[src/rtl/bcd_to_84m2m1_serial_enc.sv]
`default_nettype none
// +--------------------------------------------------------------------------+
// | Module   : bcd_to_84m2m1_serial_enc                                      |
// | Function : Serial packed-BCD to 8,4,-2,-1 encoder, one digit per clock,  |
// |            valid/ready on both sides, per-word non-BCD error flag.       |
// | Revision : 1.0  initial release                                          |
// +--------------------------------------------------------------------------+
module bcd_to_84m2m1_serial_enc #(
  parameter int NDIGITS = 4,
  parameter int CW      = $clog2(NDIGITS + 1)
) (
  input  logic                   clock,
  input  logic                   reset,
  input  logic                   in_valid,
  output logic                   in_ready,
  input  logic [4*NDIGITS-1:0]   bcd_in,
  output logic                   out_valid,
  input  logic                   out_ready,
  output logic [4*NDIGITS-1:0]   code_out,
  output logic                   err,
  output logic                   busy
);

  localparam int            c_width   = 4 * NDIGITS;
  localparam logic [CW-1:0] c_last    = CW'(NDIGITS - 1);

  localparam logic [1:0]    c_st_idle = 2'd0;
  localparam logic [1:0]    c_st_conv = 2'd1;
  localparam logic [1:0]    c_st_done = 2'd2;

  logic [1:0]         r_state;
  logic [c_width-1:0] r_shift;
  logic [c_width-1:0] r_acc;
  logic [c_width-1:0] r_code;
  logic               r_err_acc;
  logic               r_err;
  logic [CW-1:0]      r_cnt;

  logic [3:0]         w_digit_code;
  logic               w_digit_err;
  logic [c_width-1:0] w_acc_next;
  logic               w_err_next;

  // Full 4-bit bijection; the six non-BCD inputs take the six unused codes.
  function automatic logic [3:0] f_enc(input logic [3:0] d);
    logic [3:0] c;
    case (d)
      4'd0:    c = 4'b0000;
      4'd1:    c = 4'b0111;
      4'd2:    c = 4'b0110;
      4'd3:    c = 4'b0101;
      4'd4:    c = 4'b0100;
      4'd5:    c = 4'b1011;
      4'd6:    c = 4'b1010;
      4'd7:    c = 4'b1001;
      4'd8:    c = 4'b1000;
      4'd9:    c = 4'b1111;
      4'd10:   c = 4'b0001;
      4'd11:   c = 4'b0010;
      4'd12:   c = 4'b0011;
      4'd13:   c = 4'b1100;
      4'd14:   c = 4'b1101;
      default: c = 4'b1110;
    endcase
    return c;
  endfunction

  assign w_digit_code = f_enc(r_shift[3:0]);
  assign w_digit_err  = (r_shift[3:0] > 4'd9);
  assign w_err_next   = r_err_acc | w_digit_err;

  // New code nibble enters at the top; after NDIGITS steps digit 0 sits at the bottom.
  generate
    if (NDIGITS == 1) begin : g_acc_single
      assign w_acc_next = w_digit_code;
    end else begin : g_acc_multi
      assign w_acc_next = {w_digit_code, r_acc[c_width-1:4]};
    end
  endgenerate

  always_ff @(posedge clock or posedge reset) begin
    if (reset) begin
      r_state   <= c_st_idle;
      r_shift   <= '0;
      r_acc     <= '0;
      r_code    <= '0;
      r_err_acc <= 1'b0;
      r_err     <= 1'b0;
      r_cnt     <= '0;
    end else begin
      case (r_state)
        c_st_idle: begin
          if (in_valid) begin
            r_shift   <= bcd_in;
            r_acc     <= '0;
            r_err_acc <= 1'b0;
            r_cnt     <= '0;
            r_state   <= c_st_conv;
          end
        end
        c_st_conv: begin
          r_shift   <= r_shift >> 4;
          r_acc     <= w_acc_next;
          r_err_acc <= w_err_next;
          r_cnt     <= r_cnt + CW'(1);
          // Output registers load only here, so partial words never show.
          if (r_cnt == c_last) begin
            r_code  <= w_acc_next;
            r_err   <= w_err_next;
            r_state <= c_st_done;
          end
        end
        c_st_done: begin
          if (out_ready) begin
            r_state <= c_st_idle;
          end
        end
        default: r_state <= c_st_idle;
      endcase
    end
  end

  assign in_ready  = (r_state == c_st_idle);
  assign out_valid = (r_state == c_st_done);
  assign busy      = (r_state != c_st_idle);
  assign code_out  = r_code;
  assign err       = r_err;

endmodule
`default_nettype wire

[config.mk]
export PLATFORM = sky130hd
export DESIGN_NAME = bcd_to_84m2m1_serial_enc
export DESIGN_NICKNAME = d
export VERILOG_FILES = /design/src/rtl/bcd_to_84m2m1_serial_enc.sv
export SDC_FILE = /design/constraint.sdc
export NUM_CORES = 1
export LEC_CHECK = 0
export CORE_MARGIN = 2
export CORE_UTILIZATION = 40
export CTS_BUF_LIST = sky130_fd_sc_hd__clkbuf_4 sky130_fd_sc_hd__clkbuf_8
export DETAILED_ROUTE_END_ITERATION = 10
export GPL_ROUTABILITY_DRIVEN = 0
export PLACE_DENSITY = 0.74
export SYNTH_ARGS = -nofsm -noshare
export SYNTH_HDL_FRONTEND = slang
export SYNTH_SLANG_ARGS = --single-unit
[constraint.sdc]
create_clock -name clock -period 2.19 [get_ports clock]
set_input_delay 0.438 -clock clock [delete_from_list [all_inputs] [get_ports clock]]
set_output_delay 0.438 -clock clock [all_outputs]
set_load 0.01 [all_outputs]
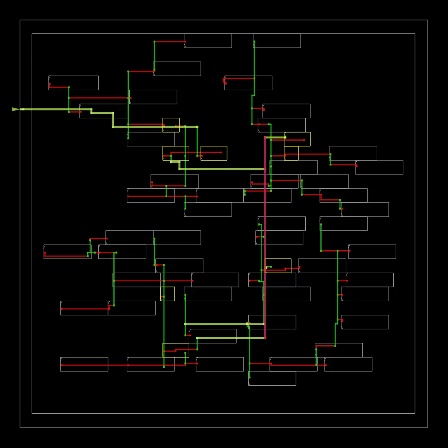
(clock wiring as the flow saved it)
count of clock tree sinks: 51
Flop Count: 51

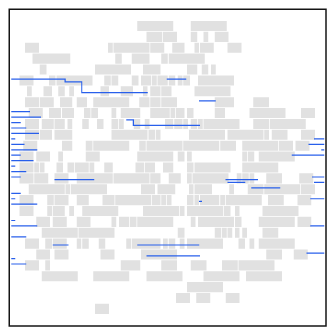
(metal 3)
Scale: 4 px per µm.
wire length on this layer: 226 µm
main direction: horizontal
global-route met3 utilization: 0.03636
total via count after detailed routing: 1584

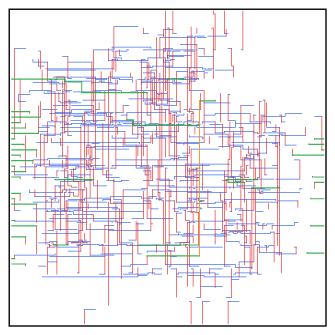
(signal wires by layer)
Scale: 4 px per µm.
legend:
  metal 1:
    colour: blue
    wire_length: 2040 µm
  metal 4:
    colour: orange
    wire_length: 38.8 µm
  metal 3:
    colour: green
    wire_length: 226 µm
  metal 2:
    colour: red
    wire_length: 2020 µm
total track usage: 0.1491
average detailed-routed wire length per instance: 13.49 µm
final WL: 4317 µm

==> notes.md <==
State of the implementation.

- The critical path class is register to output pin, for reference.
- The run finished with clean final reports.
- The total half-perimeter wirelength after legalization and detailed placement is slightly above 3000 µm, for reference.
- The top cell type in the final layout, fill and taps aside, is sky130_fd_sc_hd__dfrtp_1.
- In this run the standard cell core region covers 5439 µm².
- The count of library flops with an enable pin is 0, for reference.
- The biggest fanout along the worst timing path is 8, for reference.
- The worst-case register-to-register setup slack is 0.47 ns, for reference.
- The worst VDD IR drop from the latest analysis is 0.6979 mV.
- The later pin in the worst-skew pair is clocked with a latency of roughly 0.31 ns.
- The synthesis report names the predominant flop master as sky130_fd_sc_hd__dfrtp_1.
- The script computed a power per unit cell area of 1275 nW/µm².
- The time the worst path needs with I/O delays and setup is 2.014 ns, for reference.
- The count of buffers inserted at the top-level ports is 39, for reference.
- Fill cells in the final layout number 502.
- Of the synthesized area, sequential elements account for 0.5702.
- The total of flip-flops plus latches after synthesis is 51, for reference.
- By area the synthesized netlist is led by sky130_fd_sc_hd__dfrtp_1 (57%), sky130_fd_sc_hd__nand2_1 (6.9%), sky130_fd_sc_hd__o21ai_0 (5.6%), sky130_fd_sc_hd__mux2_1 (5.5%), sky130_fd_sc_hd__mux2i_1 (3.6%).
- The maximum number of pins on one net before global-route repair is 34, for reference.
- The count of TritonRoute iterations in the first routing pass is 4, for reference.
- Looking at area per cell type in the netlist, the leader is sky130_fd_sc_hd__dfrtp_1.
- The relative max-transition margin is 0.4022, for reference.
- Per the run summary, max-cap violations total 0.
- The number of global-route vias before repair is approximately 1500.
- For the pin with the worst max-slew slack, the measured transition is 0.8948 ns.
- The number of standard-cell rows in the floorplan is 27, for reference.
- TritonCTS built the clock tree.
- The critical path starts at r_state[0].
- The final setup slack of the worst path is ~0.18 ns, for reference.
- Of all flip-flops after synthesis, the portion carrying an async set or reset was 1.000.
- The count of inserted antenna diode cells is 0, for reference.
- The launch point of the worst register-to-register path is recorded as r_state[0].
- The tally of yosys warning messages is 0, for reference.
- The CTS report gives the tree buffer count as 5.
- The cell sitting at the root of the clock tree is a sky130_fd_sc_hd__clkbuf_8.
- The number of antenna violations at the first check in global routing is 0.
- The total congestion overflow after global routing is 0, for reference.
- Per the cell usage report, the commonest logic cells after layout are sky130_fd_sc_hd__dfrtp_1 (50), sky130_fd_sc_hd__nand2_1 (41), sky130_fd_sc_hd__clkdlybuf4s50_1 (39).
- The synthesized instance count is about 210.
- The maximum clock insertion buffer count is 2, for reference.
- Per the synthesis report, the adder-cell share of the synthesized area is 0.02236.
- According to the finish report, the design has a final net count of 271.
- The number of distinct library cells after synthesis is 28, for reference.
- For reference, the post-synthesis area per instance comes to 10.71 µm².
- In the final report, the number of hold violations comes to 0.
- For this run, the detailed router reports a per-instance via density of a little under 5.
- The chip area in the Yosys report is 2238 µm², for reference.
- The post-layout period usage of the worst path is 0.9195, for reference.
- The deepest level of the CTS H-tree is 2, for reference.
- The most common cell in the synthesized netlist is sky130_fd_sc_hd__dfrtp_1.
- The worst register-to-register path ends at r_acc[12].
- STA classifies the critical path startpoint as a register.
- The stage-log warning count is 27, for reference.
- For this design the top-level I/O count stands at 40.
- Derived from the worst setup path, the maximum achievable clock frequency is 496.6 MHz.
- The registers of the reported paths see a clock transition of 0.09 ns.
- At the worst endpoint, the arrival time is 1.58 ns.
- After routing the design area is 2799 µm².
- The final timing report counts setup violations totalling 0.
- The first routing iteration left around 130 violations.
- Setup repair after global routing left no endpoint under its margin.
- In this run, the synthesized area fraction spent on AND-OR/OR-AND gates is recorded as 0.1269.
- The endpoint kind of the worst setup timing path is an output pin, for reference.
- After synthesis, the most frequently instantiated cells are sky130_fd_sc_hd__dfrtp_1 (51), sky130_fd_sc_hd__nand2_1 (41), sky130_fd_sc_hd__o21ai_0 (25).
- After synthesis, the share of cell area in mux cells is 0.1062.
- The height of the die is 78.81 µm, for reference.
- Grouping non-sequential cells by family puts the most area in simple AND/OR/NAND/NOR gates.
- The final-report max-slew violation count is 0, for reference.
- The sum of negative setup slack is 0 ns, for reference.
- STA shows the worst reg2reg path with a cell count of 3.
- The leakage component of the power was reported as between 0.001 and 0.0015 µW.
- Summing all placed instances gives a cell area of approximately 2700 µm².
- The share of the core area taken by cells at floorplan is 0.4115.
- The post-cts gate resize count is 0, for reference.
- The die is a little under 80 µm wide.
- The net count entering floorplan is 233, for reference.
- The number of cells reported by Yosys stat comes to roughly 210.
- Per the synthesis report, the simple-gate share of the synthesized area is 0.1291.
- The class of the tightest hold or removal check is primary input to async pin, for reference.
- From synthesis to final layout, the design area changed by 25.04%.
- The worst endpoint required time is about 1.8 ns, for reference.
- The number of hold buffers added after CTS was 0.
- Of the cells placed in the final design, the portion with a size suffix greater than 1 is 0.08468.
- The synthesized-area fraction occupied by xor and xnor cells is 0, for reference.
- Per the post-place timing report, worst setup slack is 0.1807 ns.
==> report_power, final <==
part,switching [µW],total (µW),internal (µW)
combinational,719,1430,715
sequential,276,1580,1300
clock,326,555,229
total,1320,3570,2250
==> sequential cells by signal (all words and copies together), names as in the netlist <==
register / cells
code_out: 16
err: 1
r_acc: 12
r_cnt: 3
r_err_acc: 1
r_shift: 16
r_state: 2
==> metrics by stage <==
step	hold WS, ns	total power [µW]	instances
floorplan	0.4507	2499	209
global placement	0.4665	2999	312
detailed placement	0.4698	3058	312
CTS	0.4554	3614	320
global route	0.4825	3852	320
finish	0.4440	3569	320
==> how the worst max path moves through the flow <==
stage	endpoint	slack, ns	depth (start not counted)
6_report	out_valid	0.18	3
5_1_grt	out_valid	0.09	3
4_1_cts	busy	0.09	3
3_5_place_dp	r_acc[12]	0.18	3
3_3_place_gp	r_acc[12]	0.22	3
2_1_floorplan	code_out[0]	0.52	1
==> per-layer routing <==
| metal | global-route usage | vias to the layer above | wire [µm] |
|---|---|---|---|
| li1 | - | 787 | - |
| met1 | 0.2103 | 741 | 2036 |
| met2 | 0.2325 | 52 | 2015 |
| met3 | 0.03636 | 4 | 226 |
| met4 | 0.03684 | 0 | 38 |
| met5 | 0 | - | 0 |
==> layout make-up <==
cell class	instances	area, µm²	share of cell area
sequential	51	1277	0.4564
multi-input combinational	136	860.8	0.3076
timing repair buffer	45	447.9	0.1600
tap	72	90.09	0.03219
clock buffer	5	68.82	0.02459
inverter	8	30.03	0.01073
clock inverter	3	23.77	0.008494
==> worst max-delay path, cell delays in order (launching register included) <==
cell	delay, ns
sky130_fd_sc_hd__dfrtp_1	0.48
sky130_fd_sc_hd__nand2b_1	0.20
sky130_fd_sc_hd__inv_1	0.06
sky130_fd_sc_hd__clkdlybuf4s50_1	0.53
Power figures rest on the tool's default switching activity, not on a simulated workload.
